<file path="src/rtl/eight_bit_divider.sv">
// eight_bit_divider: sequential restoring divider, one quotient bit per clock.
//
// Operands are taken on a single-cycle Start strobe while idle. Each RUN
// cycle shifts {R,Q} left, trial-subtracts the divisor through a
// (WIDTH+1)-bit subtractor and restores on a negative trial. Results are
// committed on the eighth iteration; Done pulses for one cycle afterwards.
//
// Ports:
//   Clk        in   system clock, rising edge
//   Reset_n    in   asynchronous active-low reset
//   Start      in   request strobe, sampled only in IDLE
//   Dividend   in   numerator, captured on the accepting edge
//   Divisor    in   denominator, captured on the accepting edge
//   Quotient   out  result, held until the next commit
//   Remainder  out  result, held until the next commit
//   Busy       out  high from acceptance until DONE is left
//   Done       out  one-cycle completion pulse
//   DivZero    out  divisor was zero; cleared on the next accepted Start
//
// Build option: define DIVIDER_SIGNED_EN for two's complement operands
// (quotient truncates toward zero, remainder takes the dividend's sign).
// Without it the divider is unsigned and no sign logic exists.
module eight_bit_divider #(
  parameter int unsigned WIDTH = 8
) (
  input  logic             Clk,
  input  logic             Reset_n,
  input  logic             Start,
  input  logic [WIDTH-1:0] Dividend,
  input  logic [WIDTH-1:0] Divisor,
  output logic [WIDTH-1:0] Quotient,
  output logic [WIDTH-1:0] Remainder,
  output logic             Busy,
  output logic             Done,
  output logic             DivZero
);

  localparam int unsigned CNT_W = 4;
  localparam int unsigned R_W   = WIDTH + 1;

  typedef enum logic [1:0] {
    IDLE = 2'd0,
    RUN  = 2'd1,
    DONE = 2'd2
  } state_e;

  state_e             state_q, state_d;
  logic [R_W-1:0]     r_q, r_d;
  logic [WIDTH-1:0]   q_q, q_d;
  logic [WIDTH-1:0]   d_q, d_d;
  logic [CNT_W-1:0]   cnt_q, cnt_d;
  logic               dz_q, dz_d;
  logic [WIDTH-1:0]   quo_q, quo_d;
  logic [WIDTH-1:0]   rem_q, rem_d;
  logic               busy_q, busy_d;
  logic               done_q, done_d;
  logic               divz_q, divz_d;

  // Iteration datapath
  logic [R_W-1:0]     r_shift;
  logic [R_W-1:0]     trial;
  logic               q_bit;
  logic [R_W-1:0]     r_next;
  logic [WIDTH-1:0]   q_next;

  // Operand conditioning and result fix-up
  logic [WIDTH-1:0]   load_a;
  logic [WIDTH-1:0]   load_b;
  logic [WIDTH-1:0]   quo_fix;
  logic [WIDTH-1:0]   rem_fix;

`ifdef DIVIDER_SIGNED_EN
  logic               neg_q_q, neg_q_d;
  logic               neg_r_q, neg_r_d;
`endif

  // One restoring step: shift in the next dividend bit, trial-subtract D.
  always_comb begin
    r_shift = {r_q[WIDTH-1:0], q_q[WIDTH-1]};
    trial   = r_shift - {1'b0, d_q};
    q_bit   = ~trial[R_W-1];
    r_next  = q_bit ? trial : r_shift;
    q_next  = {q_q[WIDTH-2:0], q_bit};
  end

  // Magnitudes going in, sign correction coming out.
`ifdef DIVIDER_SIGNED_EN
  always_comb begin
    // Negating the most negative value yields 2^(WIDTH-1), which is the
    // correct unsigned magnitude, so no special case is needed.
    load_a  = Dividend[WIDTH-1] ? WIDTH'(-Dividend) : Dividend;
    load_b  = Divisor[WIDTH-1]  ? WIDTH'(-Divisor)  : Divisor;
    quo_fix = neg_q_q ? WIDTH'(-q_next) : q_next;
    rem_fix = neg_r_q ? WIDTH'(-r_next[WIDTH-1:0]) : r_next[WIDTH-1:0];
  end
`else
  always_comb begin
    load_a  = Dividend;
    load_b  = Divisor;
    quo_fix = q_next;
    rem_fix = r_next[WIDTH-1:0];
  end
`endif

  // Next-state and register update logic.
  always_comb begin
    state_d = state_q;
    r_d     = r_q;
    q_d     = q_q;
    d_d     = d_q;
    cnt_d   = cnt_q;
    dz_d    = dz_q;
    quo_d   = quo_q;
    rem_d   = rem_q;
    busy_d  = busy_q;
    done_d  = 1'b0;
    divz_d  = divz_q;
`ifdef DIVIDER_SIGNED_EN
    neg_q_d = neg_q_q;
    neg_r_d = neg_r_q;
`endif

    unique case (state_q)
      IDLE: begin
        if (Start) begin
          r_d    = '0;
          d_d    = load_b;
          cnt_d  = '0;
          dz_d   = (Divisor == '0);
          divz_d = 1'b0;
          busy_d = 1'b1;
          // A zero divisor keeps the raw dividend so it can be returned
          // unchanged as the remainder.
          q_d    = (Divisor == '0) ? Dividend : load_a;
`ifdef DIVIDER_SIGNED_EN
          neg_q_d = Dividend[WIDTH-1] ^ Divisor[WIDTH-1];
          neg_r_d = Dividend[WIDTH-1];
`endif
          state_d = RUN;
        end
      end

      RUN: begin
        if (dz_q) begin
          // Divide-by-zero commits one edge after acceptance.
          quo_d   = '1;
          rem_d   = q_q;
          divz_d  = 1'b1;
          done_d  = 1'b1;
          state_d = DONE;
        end else begin
          r_d   = r_next;
          q_d   = q_next;
          cnt_d = cnt_q + CNT_W'(1);
          if (cnt_q == CNT_W'(WIDTH - 1)) begin
            quo_d   = quo_fix;
            rem_d   = rem_fix;
            done_d  = 1'b1;
            state_d = DONE;
          end
        end
      end

      DONE: begin
        busy_d  = 1'b0;
        state_d = IDLE;
      end

      default: begin
        busy_d  = 1'b0;
        state_d = IDLE;
      end
    endcase
  end

  // State and datapath registers.
  always_ff @(posedge Clk or negedge Reset_n) begin
    if (!Reset_n) begin
      state_q <= IDLE;
      r_q     <= '0;
      q_q     <= '0;
      d_q     <= '0;
      cnt_q   <= '0;
      dz_q    <= 1'b0;
      quo_q   <= '0;
      rem_q   <= '0;
      busy_q  <= 1'b0;
      done_q  <= 1'b0;
      divz_q  <= 1'b0;
`ifdef DIVIDER_SIGNED_EN
      neg_q_q <= 1'b0;
      neg_r_q <= 1'b0;
`endif
    end else begin
      state_q <= state_d;
      r_q     <= r_d;
      q_q     <= q_d;
      d_q     <= d_d;
      cnt_q   <= cnt_d;
      dz_q    <= dz_d;
      quo_q   <= quo_d;
      rem_q   <= rem_d;
      busy_q  <= busy_d;
      done_q  <= done_d;
      divz_q  <= divz_d;
`ifdef DIVIDER_SIGNED_EN
      neg_q_q <= neg_q_d;
      neg_r_q <= neg_r_d;
`endif
    end
  end

  assign Quotient  = quo_q;
  assign Remainder = rem_q;
  assign Busy      = busy_q;
  assign Done      = done_q;
  assign DivZero   = divz_q;

endmodule
</file>
<file path="config.mk">
export PLATFORM = sky130hd
export DESIGN_NAME = eight_bit_divider
export DESIGN_NICKNAME = d
export VERILOG_FILES = /design/src/rtl/eight_bit_divider.sv
export SDC_FILE = /design/constraint.sdc
export NUM_CORES = 1
export LEC_CHECK = 0
export CORE_MARGIN = 10
export CORE_UTILIZATION = 53
export DETAILED_ROUTE_END_ITERATION = 10
export HOLD_SLACK_MARGIN = 0.05
export PLACE_DENSITY = 0.76
export RECOVER_POWER = 100
export SETUP_SLACK_MARGIN = 0.4
export SYNTH_ARGS = -nofsm -noshare
export SYNTH_HDL_FRONTEND = slang
export SYNTH_SLANG_ARGS = --single-unit
</file>
<file path="constraint.sdc">
create_clock -name Clk -period 3 [get_ports Clk]
set_clock_uncertainty 0.2 [all_clocks]
set_input_delay 0.6 -clock Clk [delete_from_list [all_inputs] [get_ports Clk]]
set_output_delay 0.6 -clock Clk [all_outputs]
set_load 0.02 [all_outputs]
</file>
Run 1, met1 routing:
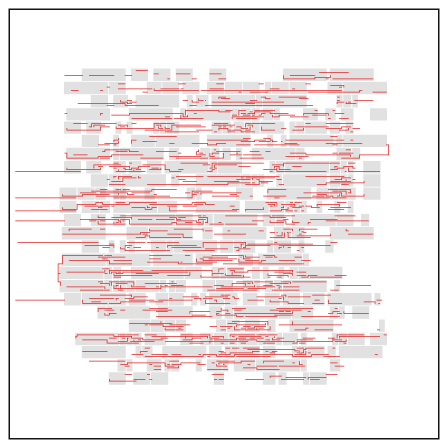
share of all routed wire: 42%
wire length on this layer: 2710 um
nets with wire on the layer: 301
M1 GR Usage: 21.73%
DR vias: 2084
DRT Wirelength: 6427 um

Run 1, signal wires on met2:
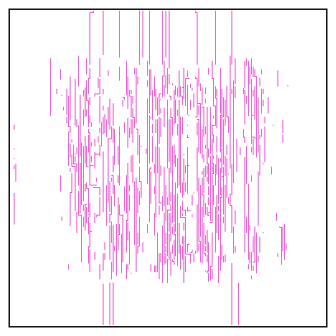
longest straight run: 31.3 um
wire length on this layer: 3090 um
nets with wire on the layer: 277
share of all routed wire: 48%
met2 Use GR: 27.84%

Run 1, M3 wires:
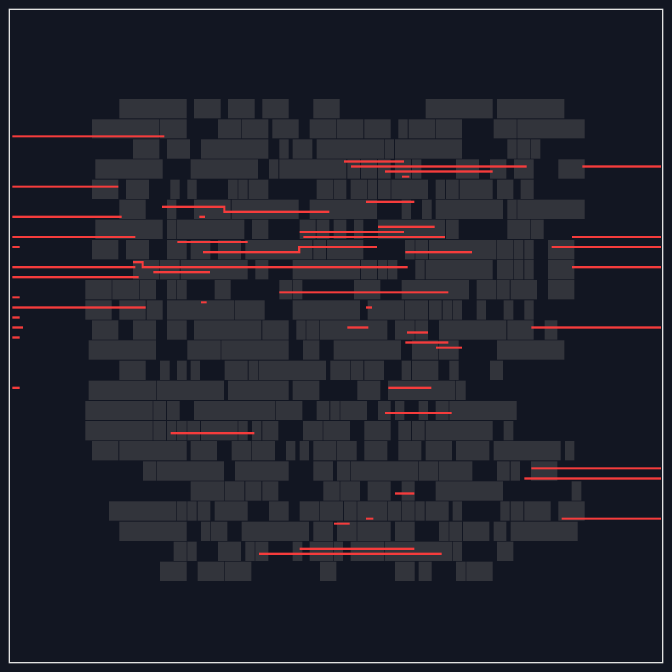
share of all routed wire: 8.5%
nets with wire on the layer: 43
longest straight run: 35.7 um
main direction: horizontal
met3 Resource Use GR: 4.735%

==> impl_metrics.py, run 1 <==
# Physical implementation metrics
metrics = {
    "clock_tree": {
        "clk_latency_ps": 300,
        "clock_sinks": 50,
        "cts_buffers": 5,
        "cts_tree": "yes",
        "htreeDepth": 2,
        "root_buffer": "clkbuf_8",
    },
    "finish": {
        "layout-drive-gt1-share_pct": 9.333,
        "final_util_pct": 69.98,
        "nets": 328,
        "final_cells": 352,
        "comb-cell-share_pct": 37.22,
        "sh_seq_area_pct": 40.50,
        "flops": 50,
        "diodes": 0,
        "non_clock_inverter_count": 17,
        "final_area_mm2": 0.003089,
        "buffers": 50,
    },
    "run_status": {
        "status": "finished clean",
    },
    "synthesis": {
        "synth_warnings": 0,
        "yosys_area_mm2": 0.002461,
        "yosys-top-cells-count": "dfrtp_1, nand2_1, o21ai_0",
        "ys_seq_share_pct": 50.84,
        "topCellsByArea": "dfrtp_1, nand2_1, o21ai_0",
        "async_flop_share_pct": 100.0,
        "ys_cells": 249,
        "synth-seq-cells": 50,
        "synth.top_cell.area_share_pct": 50.84,
        "syn_nets": 278,
    },
    "global_routing": {
        "grt_pass1_wl_um": 10660,
        "grt_overflow_total": 0,
        "grt-busiest-layer": "met2",
    },
    "timing": {
        "fin_ws_ps": 229.5,
        "slew_headroom_pct": 32.65,
        "setup_viol": 0,
        "fin_hold_ws_ps": 290.5,
        "fin_crit_ps": 2771,
        "finalSetupTns_ps": 0,
    },
    "critical_path": {
        "timing.rr.start": "q_q[7]",
        "critPathTopFamily": "AND-OR/OR-AND gates",
        "startpoint": "q_q[7]",
        "crit_path_end_kind": "register",
        "r2r_slack_ps": 230,
        "path_class": "reg -> reg",
        "reg2regPathDepth": 10,
        "critPathMaxStageDelay_ps": 420,
        "critical_path_depth": 10,
        "worstPathArrival_ps": 2810,
    },
    "power": {
        "p_leak_uw": 0.001388,
        "vdd_ir_drop_max_v": 0.0008343,
        "power.density_mw_per_mm2": 1338,
        "total_power_uw": 4132,
    },
    "routing": {
        "routed.top_layer": "met4",
        "wl_per_cell_um": 18.26,
        "drt-initial-drc-count": 169,
        "drc": 0,
    },
    "flow_run": {
        "warnings": 29,
    },
    "floorplan": {
        "die_h_um": 88.15,
        "core_area_mm2": 0.004414,
        "io_pins": 38,
        "initCoreUtil_pct": 55.75,
        "nWellTaps": 52,
        "chipWidth_um": 88.15,
    },
    "placed_design": {
        "placed_cells": 335,
        "dpl_worst_slack_ps": 64.07,
    },
}
run 1: registers in the layout, summed over array words and instances, names as in the netlist:
register and cells:
Busy 1, DivZero 1, Done 1, Quotient 8
Remainder 8, cnt_q 4, d_q 8, dz_q 1
q_q 8, r_q 8, state_q 2
run 1: power breakdown:
group	total [uW]	internal, uW	switching (uW)
combinational	2440	1060	1380
sequential	1220	989	231
clock	473	246	228
total	4130	2300	1830
run 1: placed cells by master (no fill, tap or decap), types with 6 or more instances in the layout:
| master | count |
|---|---|
| dfrtp_1 | 50 |
| nand2_1 | 38 |
| o21ai_0 | 25 |
| dlygate4sd3_1 | 21 |
| clkdlybuf4s50_1 | 16 |
| inv_1 | 14 |
| a21oi_1 | 14 |
| nor2_1 | 10 |
| o22ai_1 | 10 |
| ha_1 | 8 |
| a22oi_1 | 7 |
| buf_4 | 7 |
| mux2i_1 | 6 |
run 1: what timing repair did:
item	in CTS	in global routing
endpoints found under the hold margin	14	0
pin swaps	7	4
setup buffers	5	2
setup endpoints to repair	18	17
gates resized	8	7
hold buffers	1	0
cloned	1	0
run 1: worst min path at each step:
stage | from | endpoint | slack (ps) | depth (start not counted)
3_3_place_gp | DivZero | DivZero | 260 | 2
6_report | DivZero | DivZero | 290 | 2
4_1_cts | DivZero | DivZero | 290 | 2
3_5_place_dp | DivZero | DivZero | 270 | 2
5_1_grt | DivZero | DivZero | 330 | 2
2_1_floorplan | Reset_n | Busy | 100 | 0
run 1: kinds of logic (layout without fill, tap and decap cells):
family,after synthesis,after routing,share of synthesized area [%]
buffers and inverters,25,75,4.219
adder cells (fa/ha/maj),10,10,5.389
AND-OR/OR-AND,87,88,22.93
AND/OR/NAND/NOR,64,64,11.59
flip-flops,50,50,50.84
XOR/XNOR,6,6,2.135
multiplexers,7,7,2.898
==> run 2: changes to the inputs <==
--- a/config.mk
+++ b/config.mk
@@ -7,6 +7,7 @@
 export LEC_CHECK = 0
 export CORE_MARGIN = 10
 export CORE_UTILIZATION = 53
+export CTS_CLUSTER_DIAMETER = 40
 export DETAILED_ROUTE_END_ITERATION = 10
 export HOLD_SLACK_MARGIN = 0.05
 export PLACE_DENSITY = 0.76
Run 2, signal wires on met2:
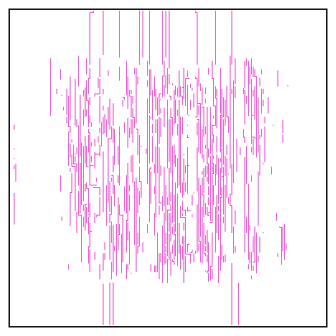
main direction: vertical
share of all routed wire: 48%
longest straight run: 31.3 um
wire length on this layer: 3090 um
nets with wire on the layer: 277

Run 2, register map, names as in the netlist:
The bar under the picture is 20 um long.
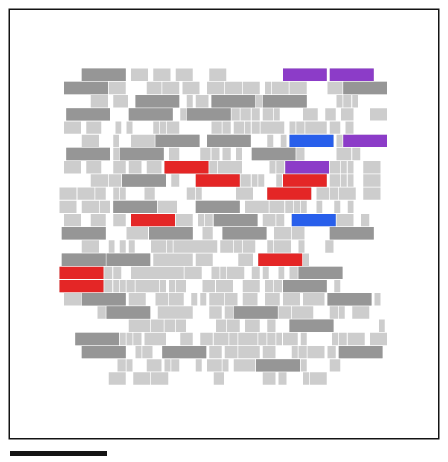
[red] Remainder | flops: 8
[blue] state_q | flops: 2
[purple] cnt_q | flops: 4 | where: north-east
not coloured: 36
FF+latch area: 0.001251 mm^2
Seq power: 1220 uW
final core occ: 69.98%

Run 2, M3 wires:
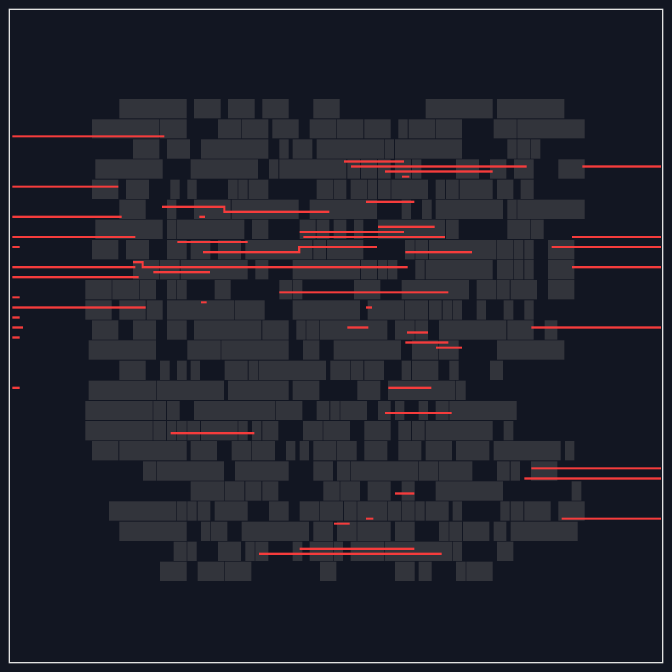
wire length on this layer: 544 um
main direction: horizontal
longest straight run: 35.7 um
nets with wire on the layer: 43

==> run 2 against run 1 <==
  * Synthesized cell count did not move
  * Setup slack did not move
  * Total power did not move
  * Non-clock buffer count did not move
  * Register-to-register slack barely moved
  * Hold slack did not move
  * Combinational power barely moved
  * Die area did not move
  * Routed wire length did not move
  * Critical path type unchanged
  * Critical endpoint unchanged
==> impl_metrics.py, run 2 <==
# Physical implementation metrics
metrics = {
    "run_status": {
        "status": "finished clean",
    },
    "clock_tree": {
        "root_buffer": "clkbuf_8",
        "htreeDepth": 2,
        "clock_sinks": 50,
        "cts_buffer_depth": 2,
        "cts_buffers": 5,
        "cts_tree": "yes",
        "clk_latency_ps": 300,
    },
    "critical_path": {
        "worstPathArrival_ps": 2810,
        "crit_fanout": 6,
        "critPathMaxStageDelay_ps": 420,
        "regToRegEndpoint": "Remainder[0]",
        "timing.rr.start": "q_q[7]",
        "startpoint": "q_q[7]",
        "crit_path_end_kind": "register",
        "path_class": "reg -> reg",
        "critPathTopFamily": "AND-OR/OR-AND gates",
        "reg2regPathDepth": 10,
        "r2r_slack_ps": 230,
        "critical_path_depth": 10,
    },
    "power": {
        "power.density_mw_per_mm2": 1338,
        "vdd_ir_drop_max_v": 0.0008343,
        "p_leak_uw": 0.001388,
    },
    "routing": {
        "vias": 2084,
        "met1_length_um": 2710,
        "drc": 0,
        "dr_wl_met2_um": 3090,
        "routed.top_layer": "met4",
        "drt-initial-drc-count": 169,
        "routed_wl_um": 6427,
        "route.met3.wl_um": 543,
        "wl_per_cell_um": 18.26,
    },
    "synthesis": {
        "synth_warnings": 0,
        "synth-seq-cells": 50,
        "synth.top_cell.area_share_pct": 50.84,
        "async_flop_share_pct": 100.0,
        "topCellsByArea": "dfrtp_1, nand2_1, o21ai_0",
        "yosys-top-cells-count": "dfrtp_1, nand2_1, o21ai_0",
        "yosys_area_mm2": 0.002461,
        "syn_nets": 278,
        "ys_cells": 249,
        "ys_seq_share_pct": 50.84,
    },
    "floorplan": {
        "io_pins": 38,
        "die_area_mm2": 0.007770,
        "core_area_mm2": 0.004414,
        "initCoreUtil_pct": 55.75,
        "die_h_um": 88.15,
        "nWellTaps": 52,
        "chipWidth_um": 88.15,
    },
    "timing": {
        "finalCritPeriodShare_pct": 92.35,
        "finalSetupTns_ps": 0,
        "fin_crit_ps": 2771,
        "rsz0062_at_grt": "true",
        "slew_headroom_pct": 32.65,
        "setup_viol": 0,
        "fin_ws_ps": 229.5,
    },
    "finish": {
        "logic_area_mm2": 0.001150,
        "comb_cells": 175,
        "flops": 50,
        "buffers": 50,
        "diodes": 0,
        "layout_top_cells": "dfrtp_1, nand2_1, o21ai_0, dlygate4sd3_1, clkdlybuf4s50_1",
        "final_area_mm2": 0.003089,
        "non_clock_inverter_count": 17,
        "sh_seq_area_pct": 40.50,
        "nets": 328,
        "layout-drive-gt1-share_pct": 9.333,
        "comb-cell-share_pct": 37.22,
        "layout_top_cell": "dfrtp_1",
    },
    "flow_run": {
        "warnings": 29,
    },
    "placed_design": {
        "placed_cell_area_mm2": 0.002892,
        "dpl_worst_slack_ps": 64.07,
        "dp_hpwl_um": 4433,
        "portBuffers": 37,
    },
    "global_routing": {
        "grt_pass1_wl_um": 10660,
        "grt_overflow_total": 0,
        "grt_max_degree": 25,
    },
}
==> run 2: cell counts in the layout (fill, tap and decap cells not counted) <==
Identical to the previous run, type by type.
==> run 2: metrics by stage <==
step | power [uW] | utilization, % | cells | hold WS [ps]
after global placement | 3373 | 65.50 | 335 | 263.0
after CTS | 4106 | 69.93 | 350 | 291.2
after detailed placement | 3430 | 65.50 | 335 | 270.1
after global routing | 4440 | 69.98 | 352 | 330.4
after floorplan | 2794 | - | 249 | 104.4
final | 4132 | 69.98 | 352 | 290.5
==> run 2: worst min path at each step <==
stage	startpoint	endpoint	slack [ps]	cells after the start
2_1_floorplan	Reset_n	Busy	100	0
3_3_place_gp	DivZero	DivZero	260	2
3_5_place_dp	DivZero	DivZero	270	2
4_1_cts	DivZero	DivZero	290	2
5_1_grt	DivZero	DivZero	330	2
6_report	DivZero	DivZero	290	2
==> run 2: per-layer routing <==
metal / vias up / GRT usage (%)
met5: - / 0
met4: 0 / 4.565
met3: 12 / 4.735
met2: 76 / 27.84
met1: 994 / 21.73
li1: 1002 / -
==> run 2: report_power, final <==
part / switching, uW / internal (uW)
Combinational: 1380 / 1060
Sequential: 231 / 989
Clock: 228 / 246
Total: 1830 / 2300
==> run 2: what timing repair did <==
action / in CTS / in global routing
resized: 8 / 7
hold buffers: 1 / 0
setup buffers: 5 / 2
endpoints found under the hold margin: 14 / 0
gates cloned: 1 / 0
pin swaps: 7 / 4
setup endpoints to repair: 18 / 17
==> run 2: cells by family after synthesis <==
kind of cell	after synthesis	share of synthesized area (%)
xor gates and xnor gates	6	2.135
DFF	50	50.84
buffers and inverters	25	4.219
adders and majority gates	10	5.389
AOI/OAI and AO/OA	87	22.93
and+or+nand+nor	64	11.59
muxes	7	2.898
Power figures rest on the tool's default switching activity, not on a simulated workload.
